[config.mk]
export PLATFORM = sky130hd
export DESIGN_NAME = imem_loader
export DESIGN_NICKNAME = d
export VERILOG_FILES = /design/src/rtl/imem_loader.sv
export SDC_FILE = /design/constraint.sdc
export NUM_CORES = 1
export LEC_CHECK = 0
export ABC_CLOCK_PERIOD_IN_PS = 2950
export CORE_MARGIN = 3
export CORE_UTILIZATION = 43
export CTS_CLUSTER_DIAMETER = 50
export DETAILED_ROUTE_END_ITERATION = 6
export HOLD_SLACK_MARGIN = 0.05
export PLACE_DENSITY = 0.65
export SYNTH_ARGS = -nofsm -noshare
export SYNTH_HDL_FRONTEND = slang
export SYNTH_SLANG_ARGS = --single-unit
[constraint.sdc]
create_clock -name clk -period 2.95 [get_ports clk]
set_input_delay 0.4425 -clock clk [delete_from_list [all_inputs] [get_ports clk]]
set_output_delay 0.4425 -clock clk [all_outputs]
set_load 0.05 [all_outputs]
[src/rtl/imem_loader.sv]
// Byte-stream program loader: assembles little-endian instruction words from a
// length/payload/XOR-checksum frame and holds the CPU in reset until a load succeeds.
module imem_loader #(
    parameter int INST_WIDTH = 32,
    parameter int ADDR_WIDTH = 8
) (
    input  logic                  clk,
    input  logic                  reset,
    input  logic                  start,
    input  logic [7:0]            in_data,
    input  logic                  in_valid,
    output logic                  in_ready,
    output logic                  wr_en,
    output logic [ADDR_WIDTH-1:0] wr_addr,
    output logic [INST_WIDTH-1:0] wr_data,
    output logic                  cpu_hold,
    output logic                  done,
    output logic                  error
);
    localparam int BYTES  = INST_WIDTH / 8;
    localparam int BIDX_W = (BYTES > 1) ? $clog2(BYTES) : 1;
    localparam logic [BIDX_W-1:0] LAST_IDX = BIDX_W'(BYTES - 1);

    typedef enum logic [2:0] {
        S_IDLE, S_LEN_LO, S_LEN_HI, S_DATA, S_CHECK, S_DONE, S_ERROR
    } state_t;

    state_t                r_state, w_next;
    logic [7:0]            r_len_lo;
    logic [15:0]           r_len;
    logic [7:0]            r_xor;
    logic [BIDX_W-1:0]     r_byte_idx;
    logic [ADDR_WIDTH:0]   r_addr;
    logic [INST_WIDTH-1:0] r_word;
    logic                  r_wr_en;
    logic [ADDR_WIDTH-1:0] r_wr_addr;
    logic [INST_WIDTH-1:0] r_wr_data;
    logic                  r_hold;

    logic                  w_in_ready;
    logic                  w_xfer;
    logic                  w_start_ok;
    logic                  w_last_byte;
    logic                  w_last_word;
    logic                  w_len_big;
    logic [15:0]           w_len;
    logic [INST_WIDTH-1:0] w_word;

    assign w_xfer      = in_valid && w_in_ready;
    assign w_start_ok  = start && (r_state == S_IDLE || r_state == S_DONE || r_state == S_ERROR);
    assign w_last_byte = (r_byte_idx == LAST_IDX);
    assign w_last_word = (32'(r_addr) + 32'd1 == 32'(r_len));
    assign w_len       = {in_data, r_len_lo};
    // Capacity is exactly 2^ADDR_WIDTH words, so N equal to that is still legal.
    assign w_len_big   = (32'(w_len) > (32'd1 << ADDR_WIDTH));

    always_comb begin
        w_word = r_word;
        w_word[32'(r_byte_idx) * 8 +: 8] = in_data;
    end

    always_ff @(posedge clk or negedge reset) begin
        if (!reset) r_state <= S_IDLE;
        else        r_state <= w_next;
    end

    always_comb begin
        w_next     = r_state;
        w_in_ready = 1'b0;
        case (r_state)
            S_IDLE, S_DONE, S_ERROR: begin
                if (start) w_next = S_LEN_LO;
            end
            S_LEN_LO: begin
                w_in_ready = 1'b1;
                if (in_valid) w_next = S_LEN_HI;
            end
            S_LEN_HI: begin
                w_in_ready = 1'b1;
                if (in_valid) begin
                    if (w_len == 16'd0)  w_next = S_CHECK;
                    else if (w_len_big)  w_next = S_ERROR;
                    else                 w_next = S_DATA;
                end
            end
            S_DATA: begin
                w_in_ready = 1'b1;
                if (in_valid && w_last_byte && w_last_word) w_next = S_CHECK;
            end
            S_CHECK: begin
                w_in_ready = 1'b1;
                if (in_valid) w_next = (in_data == r_xor) ? S_DONE : S_ERROR;
            end
            default: w_next = S_IDLE;
        endcase
    end

    always_ff @(posedge clk or negedge reset) begin
        if (!reset) begin
            r_len_lo   <= '0;
            r_len      <= '0;
            r_xor      <= '0;
            r_byte_idx <= '0;
            r_addr     <= '0;
            r_word     <= '0;
            r_wr_en    <= 1'b0;
            r_wr_addr  <= '0;
            r_wr_data  <= '0;
            r_hold     <= 1'b1;
        end else begin
            r_wr_en <= 1'b0;
            if (w_start_ok) begin
                r_xor      <= '0;
                r_byte_idx <= '0;
                r_addr     <= '0;
                r_wr_addr  <= '0;
                r_hold     <= 1'b1;
            end else if (r_state == S_DONE) begin
                r_hold <= 1'b0;
            end
            if (w_xfer) begin
                if (r_state != S_CHECK) r_xor <= r_xor ^ in_data;
                case (r_state)
                    S_LEN_LO: r_len_lo <= in_data;
                    S_LEN_HI: r_len    <= w_len;
                    S_DATA: begin
                        r_word <= w_word;
                        if (w_last_byte) begin
                            r_byte_idx <= '0;
                            r_wr_en    <= 1'b1;
                            r_wr_data  <= w_word;
                            r_wr_addr  <= r_addr[ADDR_WIDTH-1:0];
                            r_addr     <= r_addr + (ADDR_WIDTH+1)'(1);
                        end else begin
                            r_byte_idx <= r_byte_idx + BIDX_W'(1);
                        end
                    end
                    default: ;
                endcase
            end
        end
    end

    assign in_ready = w_in_ready;
    assign wr_en    = r_wr_en;
    assign wr_addr  = r_wr_addr;
    assign wr_data  = r_wr_data;
    assign cpu_hold = r_hold;
    assign done     = (r_state == S_DONE);
    assign error    = (r_state == S_ERROR);
endmodule

Figure 1. Where the registers sit (run 1).
Scale bar: 20 um. Other sequential cells in the stronger grey, the rest of the logic in the fainter grey.
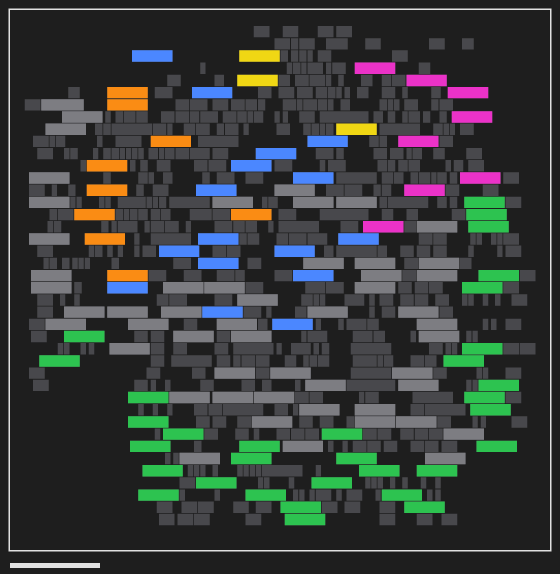
legend:
  r_addr:
    colour: orange
    flops: 9
  r_len:
    colour: blue
    flops: 16
  wr_data:
    colour: green
    flops: 32
  r_state:
    colour: yellow
    flops: 3
  r_xor:
    colour: magenta
    flops: 8
    where: top right
not coloured: 52

Figure 2. Drive-strength map (run 1).
Scale bar: 20 um.
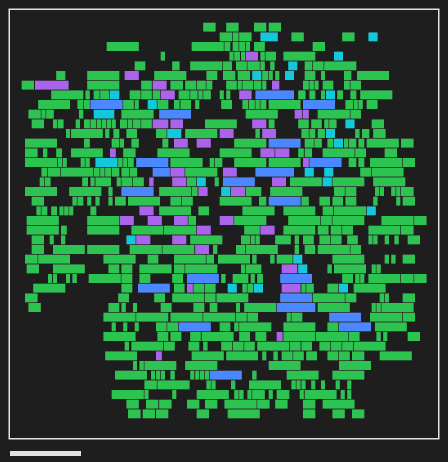
legend:
  x2:
    colour: purple
    cells: 42
    share: 6.9%
  x3 and x4:
    colour: cyan
    cells: 27
    share: 4.4%
  x6 and larger:
    colour: blue
    cells: 21
    share: 3.5%
  x1 and smaller:
    colour: green
    cells: 517
    share: 85%

==> flow_metrics.env, run 1 <==
# flow metrics
export IMPL_status="finished clean"
export IMPL_gr_total_overflow=0
export IMPL_postSynthRegisterBits=120
export IMPL_chipWidth_um=120
export IMPL_routed_wirelength_um=13600
export IMPL_drt_first_iter_violations=417
export IMPL_leakage_nw=3.07
export IMPL_p_total_mw=7.23
export IMPL_wire_length_of_the_first_global_routing_pass_um=23000
export IMPL_warning_count=31
export IMPL_cts_tree="yes"
export IMPL_syn_to_final_growth_pct=24.1
export IMPL_clk_path_buf_depth=2
export IMPL_path_clk_slew_ns=0.05
export IMPL_path_cells="inv_1, nor3_1, clkdlybuf4s50_1"
export IMPL_vias_per_cell=5.69
export IMPL_synthMuxAreaShare_pct=5.36
export IMPL_detailedPlacementHpwl_um=9030
export IMPL_std_cell_rows=41
export IMPL_cp_arrival_ns=2.35
export IMPL_hold_worst_slack_ns=0.0556
export IMPL_postSynthAreaPerCell_um2=10.6
export IMPL_slew_limit_fails=0
export IMPL_diodes=0
export IMPL_synth_adder_area_share_pct=1.73
export IMPL_worst_slew_pin_slew_ns=0.720
export IMPL_critPathMaxStageDelay_ns=0.88
export IMPL_post_synth_xor_area_fraction_pct=2.49
export IMPL_max_slew_margin_rel_pct=51.7
export IMPL_drv_max_cap_violation_count=0
export IMPL_fp_dieArea_um2=14500
export IMPL_finalNetCount=614
export IMPL_cts_sinks=120
export IMPL_netlist_instances=533
export IMPL_yosys_stat_area_um2=5630
export IMPL_worstHoldPathType="in -> async"
export IMPL_report_final_hold_viol_count=0
export IMPL_clock_tree_htree_level_count=4
export IMPL_floorplan_core_util_pct=44.3
export IMPL_cts_resized=0
export IMPL_fmax_mhz=358
export IMPL_worst_path_max_delay_cell="sky130_fd_sc_hd__clkdlybuf4s50_1"
export IMPL_drt_pass_1_iters=4
export IMPL_setup_tns_final_ns=0
export IMPL_placer_congestion_estimate=0.852
export IMPL_post_cts_setup_buffer_count=0
export IMPL_grt_setup_unrepaired="false"
export IMPL_synth_yosys_seq_area_share_pct=53.4
export IMPL_ys_sh_aoi_pct=17.8
export IMPL_fp_nets=552
export IMPL_first_global_vias=4500
export IMPL_power_density_nw_per_um2=1030
export IMPL_worstPathRequired_ns=2.51
export IMPL_crit_path_capture_type="primary output"
export IMPL_placement_setup_slack_ns=0.455
export IMPL_grt_total_usage_pct=19.9
export IMPL_io_pin_count=57
export IMPL_synth_simple_gate_area_share_pct=15.4
export IMPL_irDropWorstVdd_uv=501
export IMPL_timing_final_setup_violations=0
export IMPL_wire_per_inst_um=17.5
Figure 3. Routed clock nets over the placement (run 1).
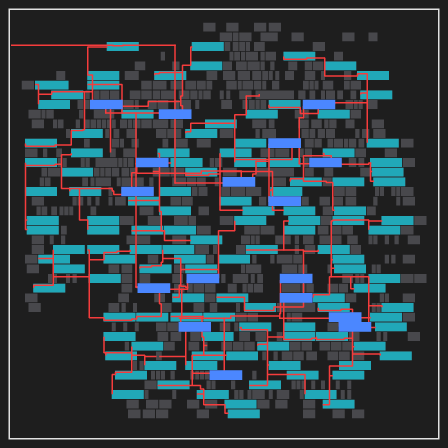
legend:
  clock wires:
    colour: red
    length: 1560 um
  clock-net drivers:
    colour: blue
    count: 17
  flip-flops:
    colour: cyan
    count: 120
routed clock nets: 18

Figure 4. Cell outlines without signal wires (run 1).
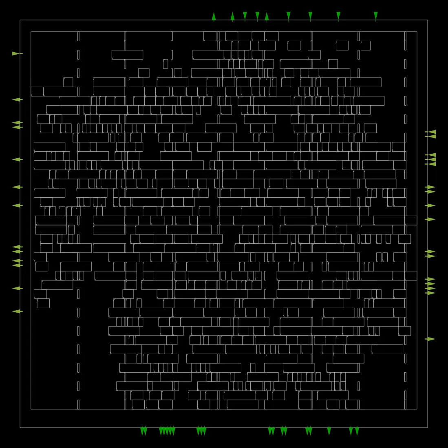
Filler Cell Count: 1127
number of tap instances: 172

[run 1: power by group]
part | switching, mW | internal [mW]
Clock | 0.705 | 1.33
Combinational | 1.59 | 1.05
Sequential | 0.394 | 2.15
Total | 2.69 | 4.54
[run 1: registers in the layout (all words and copies together) (netlist names)]
signal      count
wr_data        32
r_len_lo        8
r_word         32
r_xor           8
wr_addr         8
r_len          16
r_state         3
cpu_hold        1
r_byte_idx      2
wr_en           1
r_addr          9
[run 1: layout make-up]
class	instances	area (um2)
clock buffer	21	450
tap	172	215
clock inverter	10	128
sequential	120	3000
timing repair buffer	77	716
multi-input combinational	362	2410
inverter	17	63.8
fill	1127	5740
[run 1: kinds of logic (layout without fill, tap and decap cells)]
group	Yosys count	in the layout
AND/OR/NAND/NOR	180	180
AND-OR/OR-AND	131	131
flip-flops	120	120
buffers and inverters	51	125
multiplexers	27	27
XOR/XNOR	16	16
adder cells (fa/ha/maj)	8	8
[run 1: layout by cell type (no fill, tap or decap), types with 9 or more instances in the layout]
master                            netlist  final
sky130_fd_sc_hd__mux2_2                25     25
sky130_fd_sc_hd__clkdlybuf4s50_1        0     55
sky130_fd_sc_hd__inv_1                 14     14
sky130_fd_sc_hd__buf_4                  0     22
sky130_fd_sc_hd__clkbuf_16              0     17
sky130_fd_sc_hd__nor2_1                82     82
sky130_fd_sc_hd__o21ai_0               32     32
sky130_fd_sc_hd__a22o_1                41     41
sky130_fd_sc_hd__nand2_1               44     44
sky130_fd_sc_hd__nor3_1                 9      9
sky130_fd_sc_hd__a221oi_1              32     32
sky130_fd_sc_hd__dfrtp_1              119    119
[run 1: path summary, 6_finish.rpt]
| kind | startpoint | slack, ns | endpoint | cells after the start |
|---|---|---|---|---|
| max | r_state[0]$_DFFE_PN0P_ | 0.16 | done | 3 |
| min | reset | 0.06 | r_xor[3]$_DFF_PN0_ | 1 |
| max reg2reg | r_addr[0]$_DFF_PN0_ | 0.50 | r_state[2]$_DFFE_PN0P_ | 7 |
| min reg2reg | r_word[10]$_DFFE_PN0P_ | 0.50 | r_word[10]$_DFFE_PN0P_ | 1 |
| max in group asynchronous | reset | 1.95 | wr_data[9]$_DFFE_PN0P_ | 2 |
| min in group clk | r_word[10]$_DFFE_PN0P_ | 0.50 | r_word[10]$_DFFE_PN0P_ | 1 |
[run 1: cell usage after synthesis (all sizes together) (2+ instances only)]
cell type	n	area [um2]
nor4b	2	23.8
nand3	3	27.5
o31ai	3	22.5
nor2	82	308
nor4	8	56.3
xor2	8	70.1
nand2	44	165
mux2	25	282
inv	15	56.3
nand2b	4	32.5
xnor2	8	70.1
a31oi	3	18.8
nor2b	8	50.1
a22o	41	359
o22ai	2	12.5
clkbuf	22	82.6
a221oi	32	280
a21oi	3	15.0
dfrtp	119	2980
nand4	3	18.8
or2	2	12.5
and3	2	13.8
ha	7	87.6
nor3	12	81.3
o2111ai	2	17.5
or3	2	17.5
or4	2	15.0
buf	12	71.3
mux2i	2	20.0
clkinv	2	7.51
and2	4	25.0
o21ai	32	160
[run 1: routing by layer]
layer  vias up  wire, um  global-route usage, %
met5         -         0                      0
met4         0       325                   7.93
met3        28       728                   4.44
met2       147      6370                   29.9
met1      2196      6210                   28.2
li1       2058         -                      -
Figure 5. Routed metal per tile (run 1).
24 x 24 tiles, from dark blue (low) to red (high), scaled to the fullest tile. Values are wire area over tile area, all layers added.
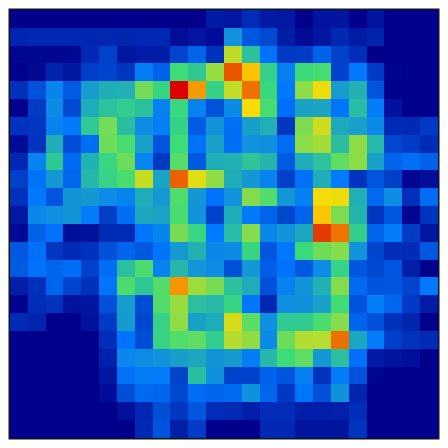

--- run 2 (diff from run 1) ---
--- a/config.mk
+++ b/config.mk
@@ -11,7 +11,6 @@
 export CTS_CLUSTER_DIAMETER = 50
 export DETAILED_ROUTE_END_ITERATION = 6
 export HOLD_SLACK_MARGIN = 0.05
-export PLACE_DENSITY = 0.65
 export SYNTH_ARGS = -nofsm -noshare
 export SYNTH_HDL_FRONTEND = slang
 export SYNTH_SLANG_ARGS = --single-unit
Figure 6. Routed metal per tile (run 2).
24 x 24 tiles, from dark blue (low) to red (high), scaled to the fullest tile. Values are wire area over tile area, all layers added.
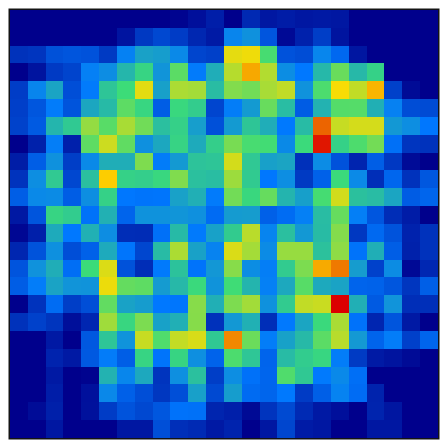
tiles over half the peak: 16%
mean over tiles: 0.15
densest ninth of the die: middle
fullest tile: 0.54
emptiest ninth of the die: bottom left
nearly empty tiles: 14%

==> run 2 against run 1 <==
Sequential power barely moved. Sequential share of layout area fell by 0.90 points. Largest cell class unchanged. Highest routed layer unchanged. Critical path depth did not move.
==> flow_metrics.env, run 2 <==
# flow metrics
export IMPL_wire_length_of_the_first_global_routing_pass_um=22800
export IMPL_status="finished clean"
export IMPL_wire_per_inst_um=17.6
export IMPL_fp_nets=552
export IMPL_syn_to_final_growth_pct=26.7
export IMPL_synth_yosys_seq_area_share_pct=53.4
export IMPL_fp_dieArea_um2=14500
export IMPL_crit_path_capture_type="primary output"
export IMPL_cp_arrival_ns=2.28
export IMPL_postSynthAreaPerCell_um2=10.6
export IMPL_slew_limit_fails=0
export IMPL_placer_congestion_estimate=0.827
export IMPL_netlist_top_cell_by_instances="sky130_fd_sc_hd__dfrtp_1"
export IMPL_ys_dominant_reg_cell="sky130_fd_sc_hd__dfrtp_1"
export IMPL_clk_path_buf_depth=2
export IMPL_netlist_cell_type_count=60
export IMPL_setup_tns_final_ns=0
export IMPL_path_clk_slew_ns=0.06
export IMPL_mostFrequentLayoutCells="119 x sky130_fd_sc_hd__dfrtp_1, 82 x sky130_fd_sc_hd__nor2_1, 54 x sky130_fd_sc_hd__clkdlybuf4s50_1, 44 x sky130_fd_sc_hd__nand2_1, 41 x sky130_fd_sc_hd__a22o_1"
export IMPL_first_global_vias=4334
export IMPL_post_cts_setup_buffer_count=0
export IMPL_post_synth_top_area_fraction_pct=52.9
export IMPL_netlist_instances=533
export IMPL_timing_final_setup_violations=0
export IMPL_synth_largest_area_cell="sky130_fd_sc_hd__dfrtp_1"
export IMPL_chipWidth_um=120
export IMPL_irDropWorstVdd_uv=434
export IMPL_grt_setup_unrepaired="false"
export IMPL_std_cell_rows=41
export IMPL_drv_max_cap_violation_count=0
export IMPL_reg2reg_depth=7
export IMPL_number_of_buffers_inserted_by_port_buffering=56
export IMPL_area_leaders="sky130_fd_sc_hd__dfrtp_1 53%, sky130_fd_sc_hd__a22o_1 6.4%, sky130_fd_sc_hd__nor2_1 5.5%, sky130_fd_sc_hd__mux2_2 5.0%, sky130_fd_sc_hd__a221oi_1 5.0%"
export IMPL_report_final_hold_viol_count=0
export IMPL_max_slew_margin_rel_pct=54.5
export IMPL_power_density_nw_per_um2=1060
export IMPL_cts_tree="yes"
export IMPL_clock_tree_htree_level_count=4
export IMPL_detailedPlacementHpwl_um=9200
export IMPL_fin_worst_setup_slack_ns=0.226
export IMPL_layout_cells_most_common="sky130_fd_sc_hd__dfrtp_1"
export IMPL_cts_sinks=120
export IMPL_fmax_mhz=367
export IMPL_drt_pass_1_iters=5
export IMPL_vias_per_cell=5.61
export IMPL_worstPathRequired_ns=2.51
export IMPL_floorplan_core_util_pct=44.3
export IMPL_leakage_nw=3.12
export IMPL_synth_top_cells_by_count="119 x sky130_fd_sc_hd__dfrtp_1, 82 x sky130_fd_sc_hd__nor2_1, 44 x sky130_fd_sc_hd__nand2_1, 41 x sky130_fd_sc_hd__a22o_1"
export IMPL_worst_slew_pin_slew_ns=0.679
export IMPL_gr_total_overflow=0
export IMPL_warning_count=31
export IMPL_io_pin_count=57
export IMPL_placement_setup_slack_ns=0.372
export IMPL_yosys_stat_area_um2=5630
export IMPL_timing_critical_path_from_type="register"
export IMPL_worstHoldPathType="in -> async"
Figure 7. Routed clock nets over the placement (run 2).
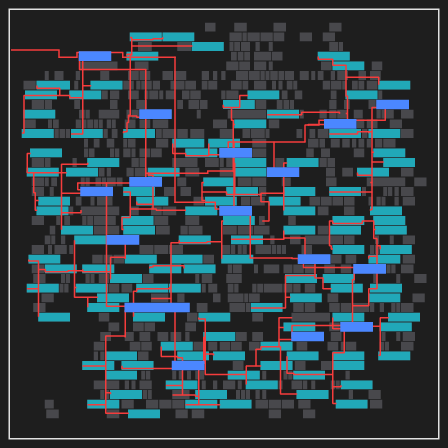
legend:
  flip-flops:
    colour: cyan
    count: 120
  clock-net drivers:
    colour: blue
    count: 17
  clock wires:
    colour: red
    length: 1590 um
flops lie: spread over the die

run 2: cell counts after synthesis:
Identical to the previous run, type by type.
run 2: path summary, 6_finish.rpt:
path,startpoint,slack (ns),end
min in group clk,r_word[28]$_DFFE_PN0P_,0.50,r_word[28]$_DFFE_PN0P_
max,r_state[1]$_DFFE_PN0P_,0.23,in_ready
max reg2reg,r_addr[0]$_DFF_PN0_,0.52,r_state[2]$_DFFE_PN0P_
min,reset,0.45,wr_data[1]$_DFFE_PN0P_
max in group asynchronous,reset,1.64,r_xor[5]$_DFF_PN0_
min reg2reg,r_word[28]$_DFFE_PN0P_,0.50,r_word[28]$_DFFE_PN0P_
run 2: area by class of cell:
type	instances	area, um2
flip-flops and latches	120	3000
multi-input cells	362	2410
clock inverters	11	218
clock buffers	21	470
fillers	1141	5590
well taps	172	215
inverters	17	63.8
repair buffers	77	754
run 2: kinds of logic after synthesis:
group           synth area share [%]
simple gates                    15.4
compound gates                  17.8
flops                           53.4
buf+inv                         3.87
mux                             5.36
xor+xnor                        2.49
fa+ha+maj                       1.73
run 2: repair_timing:
action	4_1_cts	5_1_grt
endpoints found under the setup margin	1	0
hold buffers	1	0
hold endpoints to repair	17	0
gates resized	1	0
run 2: stage by stage:
stage / power (mW) / hold slack, ns
global placement: 5.16 / 0.339
global route: 7.99 / 0.457
floorplan: 4.38 / 0.147
detailed placement: 5.21 / 0.344
CTS: 7.63 / 0.437
finish: 7.59 / 0.445
run 2: power by group:
group | switching, mW | leakage [nW] | internal (mW)
sequential | 0.390 | 1.58 | 2.15
clock | 0.739 | 0.329 | 1.65
combinational | 1.59 | 1.22 | 1.06
total | 2.72 | 3.12 | 4.86
run 2: per-layer routing:
metal | share of wire (%) | track usage, % | vias to the layer above
met1 | 47 | 28.4 | 2168
met5 | 0 | 0 | -
li1 | - | - | 2062
met4 | 1.3 | 6.44 | 0
met2 | 47 | 30.1 | 125
met3 | 4.8 | 5.61 | 18
run 2: critical path, stage by stage, from the launching register on:
cell and delay (ns):
sky130_fd_sc_hd__dfrtp_1 0.52, sky130_fd_sc_hd__nor2_1 0.36, sky130_fd_sc_hd__xnor2_1 0.16, sky130_fd_sc_hd__clkdlybuf4s50_1 0.82
--- run 3 (diff from run 2) ---
--- a/config.mk
+++ b/config.mk
@@ -8,8 +8,8 @@
 export ABC_CLOCK_PERIOD_IN_PS = 2950
 export CORE_MARGIN = 3
 export CORE_UTILIZATION = 43
-export CTS_CLUSTER_DIAMETER = 50
 export DETAILED_ROUTE_END_ITERATION = 6
+export GPL_ROUTABILITY_DRIVEN = 1
 export HOLD_SLACK_MARGIN = 0.05
 export SYNTH_ARGS = -nofsm -noshare
 export SYNTH_HDL_FRONTEND = slang
Figure 8. Cell outlines without signal wires (run 3).
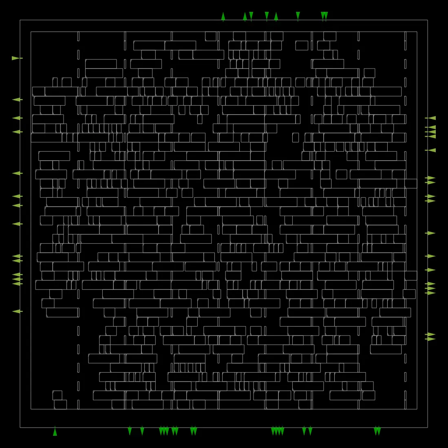
num rows: 41
Filler Cell Count: 1141
Core Region: 12700 um2
utilization after layout: 56.1%
count of non-filler cells in the finished layout: 780

Figure 9. Routed clock nets over the placement (run 3).
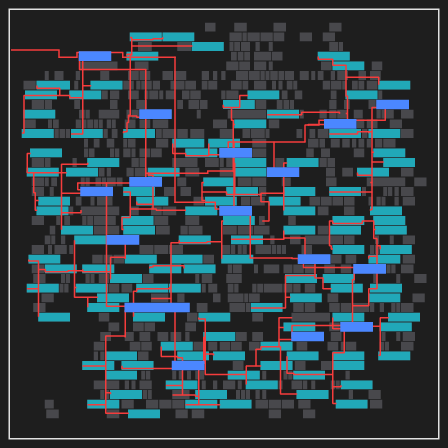
legend:
  clock-net drivers:
    colour: blue
    count: 17
  flip-flops:
    colour: cyan
    count: 120
  clock wires:
    colour: red
    length: 1590 um
flops lie: spread over the die
routed clock nets: 18

==> run 3 against run 2 <==
Non-clock buffer count is the same. Fmax is the same. First-iteration DRC count is the same. Clock power is essentially flat. Count of clock-buffer cells in the layout is the same. Area after synthesis is the same. Largest power group unchanged. Highest routed layer unchanged.
==> flow_metrics.env, run 3 <==
# flow metrics
export IMPL_warning_count=31
export IMPL_number_of_buffers_inserted_by_port_buffering=56
export IMPL_first_global_vias=4334
export IMPL_netlist_top_cell_by_instances="sky130_fd_sc_hd__dfrtp_1"
export IMPL_setup_crit_start="r_state[1]$_DFFE_PN0P_"
export IMPL_slew_limit_fails=0
export IMPL_worstHoldPathType="in -> async"
export IMPL_netlist_cell_type_count=60
export IMPL_fp_dieArea_um2=14500
export IMPL_layout_cells_most_common="sky130_fd_sc_hd__dfrtp_1"
export IMPL_area_leaders="sky130_fd_sc_hd__dfrtp_1 53%, sky130_fd_sc_hd__a22o_1 6.4%, sky130_fd_sc_hd__nor2_1 5.5%, sky130_fd_sc_hd__mux2_2 5.0%, sky130_fd_sc_hd__a221oi_1 5.0%"
export IMPL_period_used_pct=92.4
export IMPL_critical_path_buf_inv_count=1
export IMPL_worstPathRequired_ns=2.51
export IMPL_max_slew_margin_rel_pct=54.5
export IMPL_enable_flop_cells=0
export IMPL_synth_simple_gate_area_share_pct=15.4
export IMPL_syn_to_final_growth_pct=26.7
export IMPL_power_density_nw_per_um2=1060
export IMPL_routed_wirelength_um=13700
export IMPL_r2r_end="r_state[2]$_DFFE_PN0P_"
export IMPL_synth_yosys_seq_area_share_pct=53.4
export IMPL_gr_total_overflow=0
export IMPL_wire_per_inst_um=17.6
export IMPL_reg2reg_depth=7
export IMPL_rrSetupSlack_ns=0.52
export IMPL_diodes=0
export IMPL_p_total_mw=7.59
export IMPL_chipWidth_um=120
export IMPL_synth_largest_area_cell="sky130_fd_sc_hd__dfrtp_1"
export IMPL_report_final_hold_viol_count=0
export IMPL_synthMuxAreaShare_pct=5.36
export IMPL_timing_critical_path_from_type="register"
export IMPL_path_clk_slew_ns=0.06
export IMPL_netlist_instances=533
export IMPL_drt_pass_1_iters=5
export IMPL_overall_via_count_from_detail_route=4373
export IMPL_floorplan_core_util_pct=44.3
export IMPL_io_pin_count=57
export IMPL_synth_top_cells_by_count="119 x sky130_fd_sc_hd__dfrtp_1, 82 x sky130_fd_sc_hd__nor2_1, 44 x sky130_fd_sc_hd__nand2_1, 41 x sky130_fd_sc_hd__a22o_1"
export IMPL_wire_length_of_the_first_global_routing_pass_um=22800
export IMPL_top_logic_kind="AND-OR/OR-AND gates"
export IMPL_worst_path_max_delay_cell="sky130_fd_sc_hd__clkdlybuf4s50_1"
export IMPL_synth_adder_area_share_pct=1.73
export IMPL_mostFrequentLayoutCells="119 x sky130_fd_sc_hd__dfrtp_1, 82 x sky130_fd_sc_hd__nor2_1, 54 x sky130_fd_sc_hd__clkdlybuf4s50_1, 44 x sky130_fd_sc_hd__nand2_1, 41 x sky130_fd_sc_hd__a22o_1"
export IMPL_worst_slew_pin_slew_ns=0.679
export IMPL_post_cts_setup_buffer_count=0
export IMPL_vias_per_cell=5.61
export IMPL_cts_sinks=120
export IMPL_grt_setup_unrepaired="false"
export IMPL_post_synth_xor_area_fraction_pct=2.49
export IMPL_cp_arrival_ns=2.28
export IMPL_grt_total_usage_pct=20.1
export IMPL_finalNetCount=614
export IMPL_crit_path_capture_type="primary output"
export IMPL_fmax_mhz=367
export IMPL_post_synth_top_area_fraction_pct=52.9
export IMPL_drt_first_iter_violations=356
export IMPL_drv_max_cap_violation_count=0
export IMPL_irDropWorstVdd_uv=434
export IMPL_worst_path_dominant_cell_family="buffers and inverters"
export IMPL_regToRegStartpoint="r_addr[0]$_DFF_PN0_"
export IMPL_path_cells="nor2_1, xnor2_1, clkdlybuf4s50_1"
export IMPL_postSynthRegisterBits=120
export IMPL_detailedPlacementHpwl_um=9200
export IMPL_setup_tns_final_ns=0
export IMPL_clk_path_buf_depth=2
export IMPL_ys_sh_aoi_pct=17.8
export IMPL_critPathMaxStageDelay_ns=0.82
export IMPL_leakage_nw=3.12
export IMPL_status="finished clean"
export IMPL_post_synth_instance_area_um2=5630
export IMPL_clock_tree_htree_level_count=4
export IMPL_placer_congestion_estimate=0.827
export IMPL_postSynthAreaPerCell_um2=10.6
export IMPL_timing_final_setup_violations=0
export IMPL_ys_dominant_reg_cell="sky130_fd_sc_hd__dfrtp_1"
export IMPL_cts_tree="yes"
export IMPL_fp_nets=552
[run 3: cell counts in the layout (fill, tap and decap cells not counted)]
Identical to the previous run, type by type.
[run 3: power breakdown]
part           internal (mW)  switching [mW]  leakage, nW  total (mW)
logic                   1.06            1.59         1.22        2.65
clock network           1.65           0.739        0.329        2.39
registers               2.15           0.390         1.58        2.54
[run 3: cells by family (layout without fill, tap and decap cells)]
logic type                 after synthesis  after routing
and+or+nand+nor                        180            180
AOI/OAI and AO/OA                      131            131
DFF                                    120            120
buffers and inverters                   51            126
muxes                                   27             27
xor gates and xnor gates                16             16
adders and majority gates                8              8
[run 3: final cells by class]
cell class	instances	area (um2)
clock inverters	11	218
multi-input cells	362	2410
clock buffers	21	470
fillers	1141	5590
repair buffers	77	754
inverters	17	63.8
well taps	172	215
flip-flops and latches	120	3000
[run 3: worst reg2reg max path, delay by kind of cell, from the launching register on]
kind	cells	cell delay [ns]
xor+xnor	1	0.15
fa+ha+maj	1	0.31
simple gates	4	1.20
compound gates	1	0.23
flops	1	0.49
[run 3: repair_timing]
action                                 CTS  global route
resized                                  1             0
hold buffers                             1             0
endpoints found under the hold margin   17             0
setup endpoints to repair                1             0
[run 3: through the flow]
step,utilization (%),setup slack [ns],hold WS [ns],cells,instance area [um2]
2_1_floorplan,-,0.156,0.147,533,5630
3_3_place_gp,50.6,0.398,0.339,747,6440
3_5_place_dp,50.6,0.372,0.344,747,6440
4_1_cts,56.1,0.228,0.437,780,7130
5_1_grt,56.1,0.116,0.457,780,7130
6_report,56.1,0.226,0.445,780,7130
[run 3: worst max-delay path by stage]
stage | end | slack, ns | cells after the start
4_1_cts | in_ready | 0.23 | 3
6_report | in_ready | 0.23 | 3
5_1_grt | done | 0.12 | 3
2_1_floorplan | r_xor[0]$_DFF_PN0_ | 0.16 | 7
3_3_place_gp | done | 0.40 | 3
3_5_place_dp | done | 0.37 | 3
[run 3: per-layer routing]
layer	global-route usage [%]	share of wire, %
met1	28.4	47
met2	30.1	47
met3	5.61	4.8
met4	6.44	1.3
met5	0	0
No activity file was given, so power comes from the tool's default toggle rates.
